### Metal 1

Scale bar: 20 um.
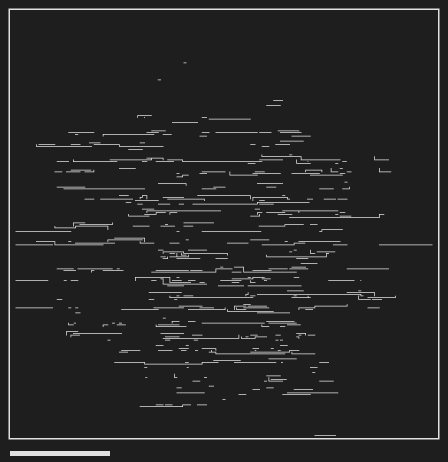
### Wire density map

Scale bar: 20 um. The die is cut into 17 by 17 equal tiles; black is low, pale yellow is high, scaled to the fullest tile. Values are wire area over tile area, all layers added.
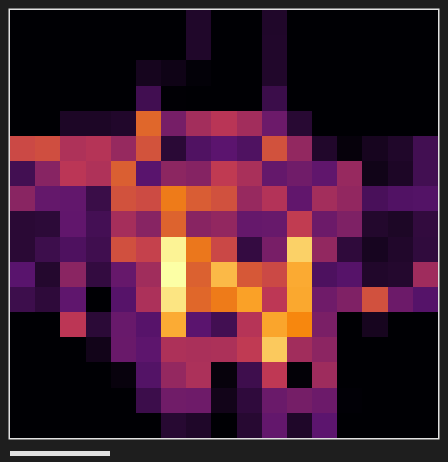
==> config.mk <==
export PLATFORM = sky130hd
export DESIGN_NAME = wptr_full
export DESIGN_NICKNAME = d
export VERILOG_FILES = /design/src/rtl/fifo_pkg.sv /design/src/rtl/sync_2ff.sv /design/src/rtl/wptr_full.sv
export SDC_FILE = /design/constraint.sdc
export NUM_CORES = 1
export LEC_CHECK = 0
export CAP_MARGIN = 15
export CORE_MARGIN = 5
export CORE_UTILIZATION = 24
export DETAILED_ROUTE_END_ITERATION = 12
export PLACE_DENSITY = 0.46
export SLEW_MARGIN = 20
export SYNTH_ARGS = -nofsm -noshare
export SYNTH_HDL_FRONTEND = slang
export SYNTH_SLANG_ARGS = --single-unit
export TNS_END_PERCENT = 30
==> constraint.sdc <==
create_clock -name w_clk -period 2.65 [get_ports w_clk]
set_clock_uncertainty 0.1 [all_clocks]
set_input_delay 0.3975 -clock w_clk [delete_from_list [all_inputs] [get_ports w_clk]]
set_output_delay 0.3975 -clock w_clk [all_outputs]
set_load 0.03 [all_outputs]
==> impl_metrics.yaml <==
# implementation run metrics
outcome:
  status: "finished, violations left"
  violations: "setup timing"
final_timing:
  setup_viol: 1
  final.setup.tns_ns: -0.0133
  rsz0062_at_grt: "yes"
  hold_viol: 0
  worst_slack_ns: -0.0133
  fin_hold_ws_ns: 0.334
  fin_crit_ns: 2.66
die:
  die_area_um2: 7320
  die_h_um: 85.6
  die_width_um: 85.6
  floorplan.core_util: 0.247
  rows: 27
  ios: 30
  taps: 72
final_layout:
  non_clock_buffer_area_share: 0.242
  comb_area_um2: 787
  finish.net_count: 210
  nFillCells: 557
  diodes: 0
  clock_area_frac: 0.0445
  final_cell_mix: "buf_4 (31), dfxtp_1 (29), clkdlybuf4s50_1 (29), nor2_1 (17), nor2b_1 (14)"
  largestClassByArea: "logic gates"
  finish.utilization: 0.390
  seq_area_um2: 644
  final_layout_top_logic_cell: "buf_4"
synthesis:
  syn_inst: 130
  top_cells_by_count: "dfxtp_1 (32), nor2_1 (17), nor2b_1 (16)"
  ys_types: 26
  ys_cells: 130
  synth.avg_cell_area_um2: 10.5
  ys_sh_mux: 0
  synth_top_flop_cell: "dfxtp_1"
  synth_top_area_share: 0.468
  ys_async_sr_fraction: 0
  syn_area_um2: 1370
  adder_share: 0.0785
  edf_count: 0
  synth.top_cells.by_area: "dfxtp_1 (47%), nor2b_1 (7.3%), ha_1 (6.4%)"
  yosys.cell_count.top_type: "dfxtp_1"
  ys.flops: 32
setup_path:
  critPathCaptureType: "flip-flop"
  path_class: "in -> reg"
  crit_required_ns: 2.70
  path_buffers: 2
  cpPeakStageDelay_ns: 0.48
  critical_path_depth: 12
  cp_common_cell: "ha_1"
  r2r_cells: 12
power_and_ir_drop:
  p_total_mw: 1.36
  intPower_uw: 974
  seqPwrFrac: 0.396
  clkPwrFrac: 0.292
  p_sw_uw: 390
  pg_clk_uw: 398
  p_leak_nw: 0.919
  switching_share: 0.286
  power_leader: "sequential cells"
  power_frac_comb: 0.312
detailed_routing:
  wl_met1_um: 1270
  drtAntennaViolNets: 0
  routed_via_density: 3.88
  firstDrtPassIters: 2
  dr_wl_met2_um: 1350
  wl_met3_um: 200
  drc: 0
  dr.max_layer_used: "met4"
cts:
  cts_buffer_depth: 2
  path_clk_slew_ns: 0.06
  numCtsBuffers: 5
  cts_root_buffer: "clkbuf_8"
placed_design:
  dp_hpwl_um: 2200
  gp_congestion: 0.719
global_routing:
  grt_pass1_vias: 1097
  grt.busiest_layer: "met2"
  grt_pass1_wl_um: 4950
  grt_use_met2: 0.145
  grt_max_degree: 14
-- 'Metal 1' (at the start) --
wire length on this layer: 1,270 um
main direction: horizontal
met1 Use GR: 0.0959
vias: 1,029
drt total wl: 2900 um

-- 'Wire density map' (at the start) --
tiles over half the peak: 13%
fullest tile: 0.30
densest ninth of the die: centre
WL per Instance: 10.9 um
GRT Total Usage: 0.0877

